## config.mk

```make
export PLATFORM = sky130hd
export DESIGN_NAME = seq_mult_unit_flat
export DESIGN_NICKNAME = d
export VERILOG_FILES = /design/src/rtl/seq_mult_unit_if.sv /design/src/rtl/seq_mult_unit.sv /design/src/flat_wrapper.sv
export SDC_FILE = /design/constraint.sdc
export NUM_CORES = 1
export LEC_CHECK = 0
export CAP_MARGIN = 10
export CORE_ASPECT_RATIO = 2
export CORE_MARGIN = 3
export CORE_UTILIZATION = 30
export DETAILED_ROUTE_END_ITERATION = 7
export SYNTH_ARGS = -nofsm -noshare
export SYNTH_HDL_FRONTEND = slang
export SYNTH_SLANG_ARGS = --single-unit
```

## constraint.sdc

```tcl
create_clock -name clk -period 13.08 [get_ports clk]
set_input_delay 1.308 -clock clk [delete_from_list [all_inputs] [get_ports clk]]
set_output_delay 1.308 -clock clk [all_outputs]
set_load 0.05 [all_outputs]
```

## src/rtl/seq_mult_unit_if.sv

```systemverilog
// Issue/result bundle between the control logic and the shift-add multiplier unit.
// The issuer drives the operands and start; the unit returns busy, done and the product.
interface seq_mult_unit_if #(
    parameter int WIDTH = 32
);
    logic               start;
    logic               is_signed;
    logic [WIDTH-1:0]   multiplicand;
    logic [WIDTH-1:0]   multiplier;
    logic               busy;
    logic               done;
    logic [2*WIDTH-1:0] product;

    modport master (
        output start, is_signed, multiplicand, multiplier,
        input  busy, done, product
    );

    modport slave (
        input  start, is_signed, multiplicand, multiplier,
        output busy, done, product
    );
endinterface

```

## src/rtl/seq_mult_unit.sv

```systemverilog
// seq_mult_unit: shift-add sequential multiplier (one multiplier bit per cycle), signed or unsigned per operation.
// Optional build macro SEQ_MULT_EARLY_TERM_EN: leave CALC as soon as the remaining multiplier bits are all zero.
module seq_mult_unit #(
    parameter int WIDTH = 32
) (
    input  logic          clk,
    input  logic          rst,
    seq_mult_unit_if.slave bus
);
    localparam int CNT_W = $clog2(WIDTH) + 1;

    typedef enum logic [1:0] {
        IDLE = 2'd0,
        CALC = 2'd1,
        FIX  = 2'd2,
        DONE = 2'd3
    } state_t;

    state_t             state_r;
    logic [CNT_W-1:0]   cnt_r;
    logic [2*WIDTH-1:0] acc_r;
    logic [2*WIDTH-1:0] mcand_sh_r;
    logic [WIDTH-1:0]   mplr_sh_r;
    logic               neg_flag_r;
    logic               busy_r;
    logic               done_r;
    logic [2*WIDTH-1:0] product_r;

    logic [WIDTH-1:0]   mplr_next_s;
    logic [2*WIDTH-1:0] acc_next_s;
    logic               last_iter_s;

    // Absolute value of a signed operand; -2^(W-1) maps to 2^(W-1), still representable unsigned.
    function automatic logic [WIDTH-1:0] magnitude(input logic [WIDTH-1:0] v, input logic sgn);
        if (sgn && v[WIDTH-1]) begin
            magnitude = (~v) + {{(WIDTH-1){1'b0}}, 1'b1};
        end else begin
            magnitude = v;
        end
    endfunction

    // Next accumulator/multiplier values and the CALC exit condition.
    always_comb begin
        mplr_next_s = mplr_sh_r >> 1'b1;
        acc_next_s  = mplr_sh_r[0] ? (acc_r + mcand_sh_r) : acc_r;
`ifdef SEQ_MULT_EARLY_TERM_EN
        last_iter_s = (cnt_r == CNT_W'(WIDTH - 1)) || (mplr_next_s == {WIDTH{1'b0}});
`else
        last_iter_s = (cnt_r == CNT_W'(WIDTH - 1));
`endif
    end

    // Control FSM and datapath registers; all outputs are registered.
    always_ff @(posedge clk or posedge rst) begin
        if (rst) begin
            state_r    <= IDLE;
            cnt_r      <= '0;
            acc_r      <= '0;
            mcand_sh_r <= '0;
            mplr_sh_r  <= '0;
            neg_flag_r <= 1'b0;
            busy_r     <= 1'b0;
            done_r     <= 1'b0;
            product_r  <= '0;
        end else begin
            case (state_r)
                IDLE: begin
                    done_r <= 1'b0;
                    if (bus.start) begin
                        mcand_sh_r <= {{WIDTH{1'b0}}, magnitude(bus.multiplicand, bus.is_signed)};
                        mplr_sh_r  <= magnitude(bus.multiplier, bus.is_signed);
                        neg_flag_r <= bus.is_signed &
                                      (bus.multiplicand[WIDTH-1] ^ bus.multiplier[WIDTH-1]);
                        acc_r      <= '0;
                        cnt_r      <= '0;
                        busy_r     <= 1'b1;
                        state_r    <= CALC;
                    end else begin
                        state_r    <= IDLE;
                    end
                end
                CALC: begin
                    acc_r      <= acc_next_s;
                    mcand_sh_r <= mcand_sh_r << 1'b1;
                    mplr_sh_r  <= mplr_next_s;
                    cnt_r      <= cnt_r + CNT_W'(1);
                    state_r    <= last_iter_s ? FIX : CALC;
                end
                FIX: begin
                    // Two's-complement negate of zero stays zero, so no special case is needed.
                    product_r <= neg_flag_r ? (-acc_r) : acc_r;
                    done_r    <= 1'b1;
                    busy_r    <= 1'b0;
                    state_r   <= DONE;
                end
                DONE: begin
                    done_r  <= 1'b0;
                    state_r <= IDLE;
                end
                default: begin
                    busy_r  <= 1'b0;
                    done_r  <= 1'b0;
                    state_r <= IDLE;
                end
            endcase
        end
    end

    assign bus.busy    = busy_r;
    assign bus.done    = done_r;
    assign bus.product = product_r;
endmodule

```

## src/flat_wrapper.sv

```systemverilog
// flat-port wrapper written by rule: the top's interface ports become plain ports
module seq_mult_unit_flat 
#(
    parameter int WIDTH = 32
)
  (clk, rst, bus_start, bus_is_signed, bus_multiplicand, bus_multiplier, bus_busy, bus_done, bus_product);
  seq_mult_unit_if #(.WIDTH(WIDTH)) bus_i ();
  input  logic clk;
  input  logic rst;
  input wire logic [$bits(bus_i.start)-1:0] bus_start;
  input wire logic [$bits(bus_i.is_signed)-1:0] bus_is_signed;
  input wire logic [$bits(bus_i.multiplicand)-1:0] bus_multiplicand;
  input wire logic [$bits(bus_i.multiplier)-1:0] bus_multiplier;
  output wire logic [$bits(bus_i.busy)-1:0] bus_busy;
  output wire logic [$bits(bus_i.done)-1:0] bus_done;
  output wire logic [$bits(bus_i.product)-1:0] bus_product;
  assign bus_i.start = bus_start;
  assign bus_i.is_signed = bus_is_signed;
  assign bus_i.multiplicand = bus_multiplicand;
  assign bus_i.multiplier = bus_multiplier;
  assign bus_busy = bus_i.busy;
  assign bus_done = bus_i.done;
  assign bus_product = bus_i.product;
  seq_mult_unit #(.WIDTH(WIDTH)) u_core (.clk(clk), .rst(rst), .bus(bus_i));
endmodule
```

Run 1, I/O pins on the die edge:
Pins as bars across the die edge, other pins in grey.
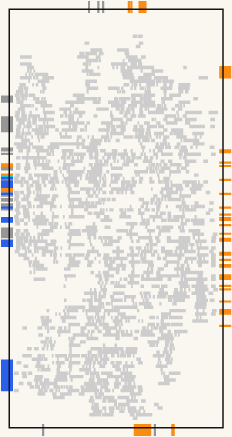
bus_multiplicand -> blue  # pins 32, direction input, edge west
bus_product -> orange  # pins 64, direction output, edge 36 east, 16 south, 7 north, 5 west
bus_is_signed -> cyan  # pins 1, direction input, edge west
all pins by edge = 70 west, 36 east, 18 south, 10 north

Run 1, metal layers overlaid:
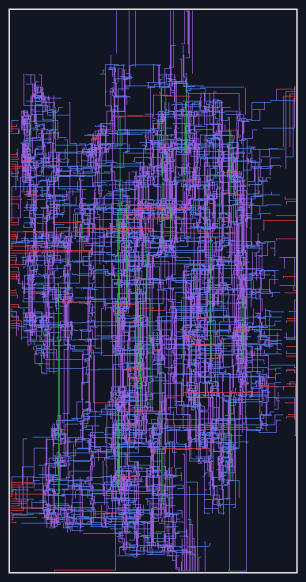
metal 1 -> blue  # wire length 17600 um
metal 4 -> green  # wire length 2040 um
metal 3 -> red  # wire length 1580 um
metal 2 -> purple  # wire length 24.3 mm

Run 1, clock wiring as the flow saved it:
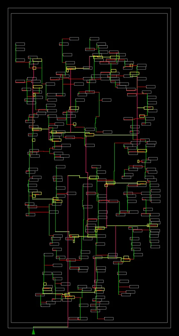
P_clk: 0.703 mW
Num Clock Sinks: 235

==> results.cfg, run 1 <==
; implementation run metrics
[yosys]
synth_chip_area_um2 = 15400
synth-cells-yosys = 1889
synth_flops = 235
syn_inst = 1889
edf_count = 0
ys_warn_count = 0
syn_area_per_cell_um2 = 8.16
ys_types = 65
syn-num-nets = 2029
postSynthSeqShare = 0.382
synthArstFlopShare = 1.00
syn_area_um2 = 15400
ys.flop_type = dfrtp_1

[global_route]
antenna_found_initial = 0
grt.total_usage = 0.164
grt-ovfl-total = 0
grt_max_degree = 118
grt_pass1_wl_um = 73900
grt_pass1_vias = 14000

[power_and_ir_drop]
p_switching_mw = 1.99
peakVddDrop_v = 0.000125
comb_power_mw = 2.18
power.density_nw_per_um2 = 226
leakage_nw = 7.99
power_mw = 4.08
maxPowerGroup = combinational logic
switching_share = 0.488
p_clk_frac = 0.172
comb_power_share = 0.534
seqPwrFrac = 0.294
seq_power_mw = 1.20
internal_power_mw = 2.09

[clocking]
postCtsSetupRepairBufs = 0
holdBufCountCts = 0
h-tree-depth = 1
clk_path_buf_depth = 3
cts.clk_slew.worst_paths_ns = 0.06
root_buffer = clkbuf_16
cts_tree = yes
cts-resized-gates = 0
cts_inserted_buffers = 25
clock.latency.late_pin_ns = 0.54

[sta]
tightest_slew_ns = 1.06
rsz0062_at_grt = no
max_freq_mhz = 198
final.setup.tns_ns = 0
hold_viol_final = 0
layout_min_cycle_time_ns = 5.04
finalClockPeriodUsage = 0.386
whs_ns = 0.484
finalMaxSlewViolations = 0
slew_headroom = 0.293
skew_ns = 0.0135
final-setup-viol-count = 0
layout_setup_ws_ns = 8.04

[final_layout]
drive_above_1_share = 0.0456
comb_area_um2 = 9060
fillers = 5197
stdcell_count = 2622
antenna_cells = 0
fin_nets = 2096
design_area_um2 = 18100
synthToLayoutAreaGrowth_pct = 17.4
flop_area_um2 = 5880
utilization = 0.359

[place]
placed_cells = 2578
io_buffers = 133
place_area_um2 = 17300
dpl.hpwl_um = 34100
post-place-ws_ns = 7.94
gp_congestion = 0.911

[job]
warning_count = 33
maxCapViolations = 0

[route]
drc_errors = 0
num_vias = 13800
drt_iter0_drc = 690
wl_per_cell_um = 17.4
first_pass_iters = 5
wirelength_um = 45500
postRouteAntennaNets = 0
vias_per_cell = 5.24

[setup_path]
start_kind = register
path_max_fanout = 7
criticalPathCategory = reg -> reg
arrival_ns = 5.42
crit_required_ns = 13.45
cp-end-kind = register
regToRegSetupSlack_ns = 8.04

[die]
die-height_um = 326
fp.coreArea_um2 = 50400
initial_utilization = 0.306
die-width_um = 166
chipArea_um2 = 54300
io_pins = 134
placementRows = 116

[status]
status = complete, no violations

[hold_path]
hp-class = reg -> reg
run 1: cell usage in the layout (no fill, tap or decap), types with 4 or more instances in the layout:
cell             count
clkdlybuf4s50_1    133
o31ai_1             31
and3_1               5
nand2b_1             9
o21ai_0            201
nor4_1              17
nor2b_1              8
xnor2_1             69
nor3b_1              6
mux2_2              13
or4_1               15
nor3_1              21
clkbuf_16           25
ha_1                69
o21a_1              10
a31oi_1             12
inv_1               33
nand4_1             22
nand3_1             53
nand2_1            296
a221oi_1             4
clkinvlp_4           5
a31o_2               4
nor2_1             159
o21bai_1            13
o41ai_1             14
dfrtp_1            234
clkbuf_8             6
buf_4               10
or3_1               29
xor2_1             101
or2_2                4
a21o_1              35
mux2i_1              4
a21oi_1            235
run 1: state kept, by name, indices dropped and copies added (netlist names), named ones only:
signal and count:
u_core.bus.product 64, u_core.bus.done 1, u_core.neg_flag_r 1, u_core.cnt_r 6
u_core.state_r 1, u_core.mcand_sh_r 64, u_core.bus.busy 1, u_core.acc_r 64
u_core.mplr_sh_r 32
run 1: cell type report:
cell class / count / area share
repair buffers: 143 / 0.0778
clock buffers: 34 / 0.0398
multi-input cells: 1516 / 0.501
well taps: 649 / 0.0449
inverters: 35 / 0.00768
flip-flops and latches: 235 / 0.325
clock inverters: 10 / 0.00387
run 1: final timing paths:
| check | startpoint | end | depth (start not counted) |
|---|---|---|---|
| max in group asynchronous | rst | u_core.acc_r[58] | 3 |
| hold / removal | u_core.mplr_sh_r[13] | u_core.mplr_sh_r[13] | 2 |
| setup reg to reg | u_core.acc_r[2] | u_core.bus.product[59] | 11 |
| min in group asynchronous | rst | u_core.bus.product[2] | 2 |
| setup / recovery | u_core.acc_r[2] | u_core.bus.product[59] | 11 |
| hold reg to reg | u_core.mplr_sh_r[13] | u_core.mplr_sh_r[13] | 2 |
run 1: routing by layer:
metal | part of all wire | track usage | vias up | routed length (um)
met2 | 0.53 | 0.319 | 319 | 24300
met1 | 0.39 | 0.177 | 6517 | 17600
met3 | 0.035 | 0.0167 | 88 | 1580
li1 | - | - | 6826 | -
met5 | 0 | 0 | - | 0
met4 | 0.045 | 0.0727 | 0 | 2040
run 1: worst max-delay path: stages (launching register included):
cell and delay (ns):
dfrtp_1 0.46, nor4_1 0.87, nand2_1 0.25, nand4b_1 0.62, or4_4 0.73, or3_1 0.38, or3_1 0.36, or3_1 0.54
nand2b_4 0.22, o21ai_1 0.19, xor2_1 0.16, a21oi_1 0.09
run 1: kinds of logic (layout without fill, tap and decap cells):
logic type	after synthesis	in the layout	synth area share
and+or+nand+nor	663	663	0.194
muxes	17	17	0.0121
xor gates and xnor gates	170	170	0.0966
buffers and inverters	138	222	0.0341
adders and majority gates	72	72	0.0590
AOI/OAI and AO/OA	594	594	0.223
DFF	235	235	0.382
run 1: Yosys cell counts (22+ instances only):
master	instances	share of area
nand2_1	296	0.072
a21oi_1	235	0.076
dfrtp_1	235	0.38
o21ai_0	201	0.065
nor2_1	159	0.039
xor2_1	101	0.057
clkbuf_1	92	0.022
ha_1	71	0.058
xnor2_1	69	0.039
nand3_1	53	0.017
a21o_1	35	0.017
inv_1	34	0.0083
o31ai_1	31	0.015
or3_1	29	0.012
nand4_1	22	0.0089
## Run 2: what changed since run 1
==> constraint.sdc (replaced) <==
create_clock -name clk -period 5.3 [get_ports clk]
set_input_delay 0.53 -clock clk [delete_from_list [all_inputs] [get_ports clk]]
set_output_delay 0.53 -clock clk [all_outputs]
set_load 0.05 [all_outputs]
Run 2, metal layers overlaid:
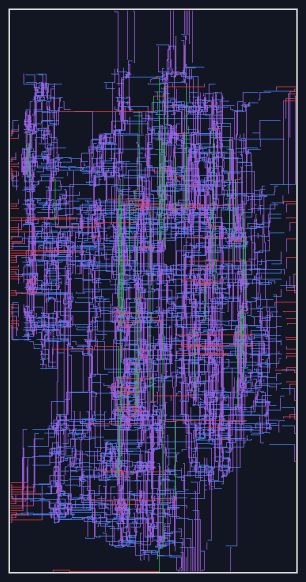
metal 3 -> red  # wire length 1910 um
metal 4 -> green  # wire length 2020 um
metal 1 -> blue  # wire length 17400 um
metal 2 -> purple  # wire length 24.9 mm

Run 2, where the registers sit:
Other sequential cells in the stronger grey, the rest of the logic in the fainter grey.
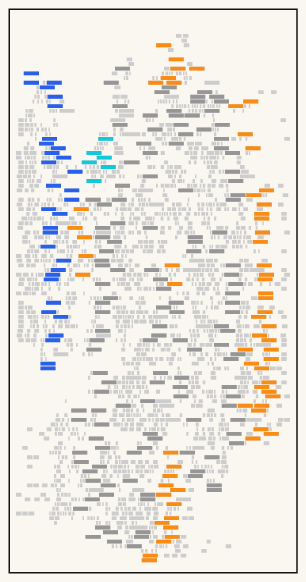
u_core.bus.product -> orange  # placed flops 64
u_core.cnt_r -> cyan  # placed flops 6
u_core.mplr_sh_r -> blue  # placed flops 32

Run 2, clock wiring as the flow saved it:
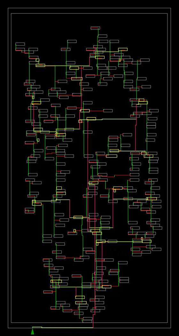
worst-skew pair later-pin latency: 0.54 ns
skew final: 0.0113 ns
TritonCTS Buffers: 24
P_clk: 1.81 mW

==> results.cfg, run 2 <==
; implementation run metrics
[power_and_ir_drop]
power.density_nw_per_um2 = 560
peakVddDrop_v = 0.000325
leakage_nw = 8.06

[setup_path]
critPathMaxStageDelay_ns = 0.56
critPathMostFrequentCell = or3_1
path_delay_family = simple AND/OR/NAND/NOR gates
crit_required_ns = 5.69
cp-end-kind = register
crit_path_cell_trace = or4_1, or3_4, or4_4, or4_4, or3_1, or3_1, or3_1, o41ai_2, xor2_1, a21oi_1
path_max_fanout = 7
path_buffers = 0
start_kind = register
arrival_ns = 4.76
criticalPathCategory = reg -> reg
cp_slowest_cell = or4_1

[yosys]
syn_area_per_cell_um2 = 8.16
syn_area_um2 = 15400
synth_flops = 235
synthTopCellsByArea = dfrtp_1, a21oi_1, nand2_1
yosysTopAreaCell = dfrtp_1
syn-num-nets = 2029
edf_count = 0
ys_types = 65
top_cells_by_count = nand2_1, a21oi_1, dfrtp_1
yosys.area.top_type_share = 0.382
yosysMostFrequentCell = nand2_1
postSynthSeqShare = 0.382
synth-cells-yosys = 1889
synth_chip_area_um2 = 15400
ys.flop_type = dfrtp_1
ys_warn_count = 0
synthArstFlopShare = 1.00
syn_inst = 1889

[final_layout]
fin_nets = 2101
antenna_cells = 0
lay_top_count = nand2_1
synthToLayoutAreaGrowth_pct = 18.0
lay_top_cells = nand2_1, a21oi_1, dfrtp_1
drive_above_1_share = 0.0485

[clocking]
h-tree-depth = 1
cts.clk_slew.worst_paths_ns = 0.06
clkSinkCount = 235
postCtsSetupRepairBufs = 0
holdBufCountCts = 0
cts-resized-gates = 0
clk_path_buf_depth = 3
root_buffer = clkbuf_16
cts_tree = yes

[die]
io_pins = 134
die-width_um = 166
die-height_um = 326
initial_utilization = 0.306
placementRows = 116
fp.coreArea_um2 = 50400
chipArea_um2 = 54300

[job]
maxCapViolations = 0
warning_count = 31

[route]
first_pass_iters = 5
vias_per_cell = 5.25
drc_errors = 0
wl_per_cell_um = 17.6
num_vias = 13800
postRouteAntennaNets = 0
wirelength_um = 46200
drt_iter0_drc = 620

[sta]
tightest_slew_ns = 0.932
layout_min_cycle_time_ns = 4.37
finalMaxSlewViolations = 0
finalClockPeriodUsage = 0.825
max_freq_mhz = 229
slew_headroom = 0.379
whs_ns = 0.252
rsz0062_at_grt = no
final.setup.tns_ns = 0
hold_viol_final = 0
final-setup-viol-count = 0

[place]
dpl.hpwl_um = 35400
gp_congestion = 0.956
io_buffers = 133

[global_route]
grt_pass1_wl_um = 74300
grt.total_usage = 0.165
grt-ovfl-total = 0
grt_max_degree = 107
grt_pass1_vias = 13900
antenna_found_initial = 0

[hold_path]
hp-class = in -> async

[status]
status = complete, no violations
## run 2: cell types whose count changed in the layout (fill, tap and decap cells not counted)
cell / delta
clkinvlp_4: -4
nand3_2: +1
nand3_1: -1
clkinv_2: +3
clkbuf_8: -3
bufinv_16: +3
inv_8: -1
clkbuf_1: +1
buf_4: +5
clkinv_4: +1
buf_12: +1
## run 2: area by class of cell
| cell class | instances | area, um2 |
|---|---|---|
| sequential | 235 | 5880 |
| clock inverter | 12 | 146 |
| timing repair buffer | 149 | 1460 |
| clock buffer | 32 | 682 |
| tap | 649 | 812 |
| multi-input combinational | 1516 | 9060 |
| fill | 5220 | 32200 |
| inverter | 35 | 135 |
## run 2: power by group
| group | switching (mW) | leakage, nW | internal, mW |
|---|---|---|---|
| sequential | 0.585 | 3.08 | 2.38 |
| clock | 0.756 | 0.413 | 1.06 |
| combinational | 3.55 | 4.56 | 1.86 |
| total | 4.89 | 8.06 | 5.30 |
## run 2: metrics by stage
stage	cells	power, mW	setup WS, ns	cell area, um2	utilization
floorplan	1889	6.67	1.28	15400	-
global placement	2584	8.34	1.03	17400	0.345
detailed placement	2584	8.43	0.956	17400	0.345
CTS	2628	10.3	0.938	18200	0.361
global route	2628	10.9	0.780	18200	0.361
finish	2628	10.2	0.928	18200	0.361
## run 2: cell families (layout without fill, tap and decap cells)
group / after synthesis / after routing / synth area share
AOI/OAI and AO/OA: 594 / 594 / 0.223
adders and majority gates: 72 / 72 / 0.0590
muxes: 17 / 17 / 0.0121
xor gates and xnor gates: 170 / 170 / 0.0966
buffers and inverters: 138 / 228 / 0.0341
DFF: 235 / 235 / 0.382
and+or+nand+nor: 663 / 663 / 0.194
## run 2: worst paths after layout
kind / startpoint / to / slack [ns] / cells past startpoint
worst max-delay path: u_core.acc_r[24] / u_core.bus.product[57] / 0.93 / 10
worst min register to register: u_core.mplr_sh_r[13] / u_core.mplr_sh_r[13] / 0.48 / 2
min in group clk: u_core.mplr_sh_r[13] / u_core.mplr_sh_r[13] / 0.48 / 2
worst min-delay path: rst / u_core.mcand_sh_r[63] / 0.25 / 2
worst max register to register: u_core.acc_r[24] / u_core.bus.product[57] / 0.93 / 10
max in group asynchronous: rst / u_core.bus.product[38] / 3.91 / 3
## run 2: per-layer routing
metal,GRT usage,routed length [um],up-vias
met5,0,0,-
met3,0.0193,1910,102
met2,0.321,24900,340
li1,-,-,6832
met1,0.179,17400,6532
met4,0.0691,2020,0
## Run 3: what changed since run 2
==> constraint.sdc (replaced) <==
create_clock -name clk -period 3.6 [get_ports clk]
set_input_delay 0.36 -clock clk [delete_from_list [all_inputs] [get_ports clk]]
set_output_delay 0.36 -clock clk [all_outputs]
set_load 0.05 [all_outputs]
Run 3, where the registers sit:
Other sequential cells in the stronger grey, the rest of the logic in the fainter grey.
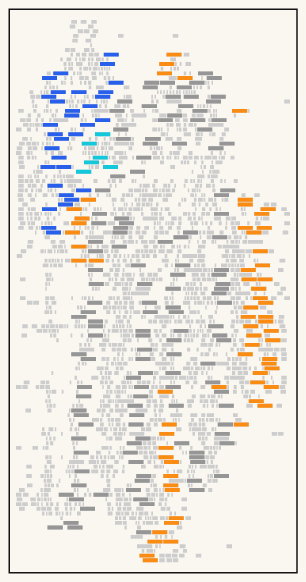
u_core.mplr_sh_r -> blue  # placed flops 32, where north-west
u_core.cnt_r -> cyan  # placed flops 6
u_core.bus.product -> orange  # placed flops 64
not coloured = 133

Run 3, metal layers overlaid:
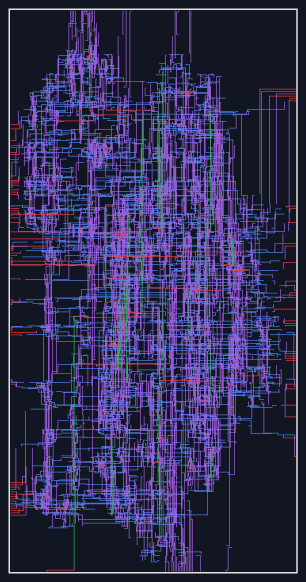
metal 1 -> blue  # wire length 17800 um
metal 4 -> green  # wire length 1780 um
metal 2 -> purple  # wire length 25.3 mm
metal 3 -> red  # wire length 1620 um

==> results.cfg, run 3 <==
; implementation run metrics
[final_layout]
design_area_um2 = 19200
lay_top_count = nand2_1
lay_top_cells = nand2_1, dfrtp_1, a21oi_1
drive_above_1_share = 0.113
utilization = 0.382
fillers = 5170
comb_area_um2 = 9230
antenna_cells = 0
stdcell_count = 2743
fin_nets = 2218
synthToLayoutAreaGrowth_pct = 24.7
flop_area_um2 = 5880

[setup_path]
arrival_ns = 4.38
cp-end-kind = register
start_kind = register
crit_required_ns = 3.99
criticalPathCategory = reg -> reg
path_max_fanout = 6

[clocking]
clkSinkCount = 235
root_buffer = clkbuf_16
cts.clk_slew.worst_paths_ns = 0.07
cts_tree = yes
cts_inserted_buffers = 24
holdBufCountCts = 0
h-tree-depth = 1
clk_path_buf_depth = 3

[power_and_ir_drop]
switching_share = 0.463
peakVddDrop_v = 0.000528
seqPwrFrac = 0.259
p_clk_frac = 0.159
p_switching_mw = 7.47
power.density_nw_per_um2 = 839
comb_power_share = 0.582
internal_power_mw = 8.65
leakage_nw = 8.66
power_mw = 16.1

[yosys]
synthArstFlopShare = 1.00
syn_inst = 1889
yosysMostFrequentCell = nand2_1
aoi_share = 0.223
synth_chip_area_um2 = 15400
mux_area_frac = 0.0121
yosysTopAreaCell = dfrtp_1
ys_types = 65
ys_sh_simple = 0.194
top_logic_kind = AND-OR/OR-AND gates
ys_warn_count = 0
synthAdderAreaFrac = 0.0590
postSynthSeqShare = 0.382
syn_area_um2 = 15400
synthTopCellsByArea = dfrtp_1, a21oi_1, nand2_1
edf_count = 0
yosys.area.top_type_share = 0.382
xor_share = 0.0966
synth-cells-yosys = 1889
syn-num-nets = 2029
ys.flop_type = dfrtp_1
synth_flops = 235
syn_area_per_cell_um2 = 8.16

[place]
gp_congestion = 0.914
placed_cells = 2694
place_area_um2 = 18200
dpl.hpwl_um = 36000
io_buffers = 133

[sta]
finalClockPeriodUsage = 1.11
finalMaxSlewViolations = 0
tightest_slew_ns = 1.10
slew_headroom = 0.267
hold_viol_final = 0
max_freq_mhz = 250
rsz0062_at_grt = yes
layout_setup_ws_ns = -0.392
layout_min_cycle_time_ns = 3.99
final-setup-viol-count = 9

[route]
vias_per_cell = 5.17
drc_errors = 0
wirelength_um = 46500
first_pass_iters = 5
wl_per_cell_um = 16.9
postRouteAntennaNets = 0
drt_iter0_drc = 609
num_vias = 14200

[die]
fp.coreArea_um2 = 50400
placementRows = 116
die-width_um = 166
initial_utilization = 0.306
io_pins = 134
die-height_um = 326
chipArea_um2 = 54300

[status]
status = finished with violations
violations = negative setup slack

[global_route]
grt_pass1_vias = 14300
grt.total_usage = 0.166
grt-ovfl-total = 0
grt_max_degree = 106
grt_pass1_wl_um = 75000
antenna_found_initial = 0

[job]
maxCapViolations = 0
warning_count = 34

[hold_path]
hp-class = in -> async
Run 3, clock wiring as the flow saved it:
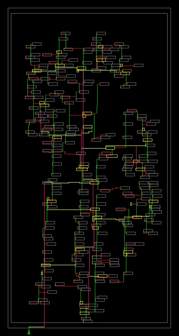
seq_cells: 235
P_clk: 2.57 mW
worst-skew pair later-pin latency: 0.55 ns
clkbuf count: 32
skew final: 0.0215 ns

-- run 3: timing repair --
action / 4_1_cts / 5_1_grt
buffers inserted: 2 / 5
gates resized: 13 / 25
setup endpoints to repair: 15 / 24
pin swaps: 5 / 10
-- run 3: area by class of cell --
class | count | share of cell area
multi-input combinational | 1516 | 0.480
timing repair buffer | 266 | 0.123
sequential | 235 | 0.306
tap | 649 | 0.0423
clock inverter | 10 | 0.00632
inverter | 35 | 0.00703
clock buffer | 32 | 0.0349
-- run 3: power by group through the flow --
stage                     clock network, mW  registers [mW]  logic, mW
final                                  2.57            4.17       9.38
after global routing                   2.73            4.30       10.3
after CTS                              2.64            4.18       9.24
after detailed placement                  0            4.22       9.05
after global placement                    0            4.19       8.96
after floorplan                           0            5.21       4.60
-- run 3: logic make-up (layout without fill, tap and decap cells) --
kind of cell,after synthesis,in the layout
buf+inv,138,343
xor+xnor,170,170
fa+ha+maj,72,72
mux,17,17
compound gates,594,594
simple gates,663,663
flops,235,235
-- run 3: per-stage QoR --
| stage | TNS (ns) | setup slack (ns) | hold slack (ns) |
|---|---|---|---|
| final | -2.70 | -0.392 | 0.275 |
| after global routing | -3.88 | -0.500 | 0.316 |
| after CTS | -2.38 | -0.368 | 0.276 |
| after detailed placement | -4.06 | -0.460 | 0.472 |
| after global placement | -3.82 | -0.455 | 0.461 |
| after floorplan | -2.31 | -0.339 | 0.443 |
-- run 3: layer usage --
layer,GRT usage,wire [um],part of all wire,up-vias
li1,-,-,-,7063
met1,0.179,17800,0.38,6730
met2,0.327,25300,0.54,298
met3,0.0182,1620,0.035,85
met4,0.0643,1780,0.038,0
met5,0,0,0,-
-- run 3: worst max-delay path, stage by stage (launching register included) --
cell	delay, ns
dfrtp_1	0.38
or4_4	0.53
or3_4	0.34
or4_4	0.43
or4_4	0.45
or3_4	0.35
or3_4	0.37
or3_4	0.38
buf_4	0.17
o31ai_4	0.17
xor2_1	0.19
a21oi_1	0.09
-- run 3: final timing paths --
kind                            slack [ns]                      to                 start  depth (start not counted)
worst min-delay path                  0.28   u_core.bus.product[1]                   rst                          2
worst min register to register        0.48    u_core.mplr_sh_r[31]  u_core.mplr_sh_r[31]                          2
worst max-delay path                 -0.39  u_core.bus.product[49]      u_core.acc_r[27]                         11
worst max register to register       -0.39  u_core.bus.product[49]      u_core.acc_r[27]                         11
min in group clk                      0.46         u_core.bus.busy             bus_start                          2
max in group asynchronous             2.50    u_core.mplr_sh_r[22]                   rst                          3
Power and IR drop assume default switching activity.
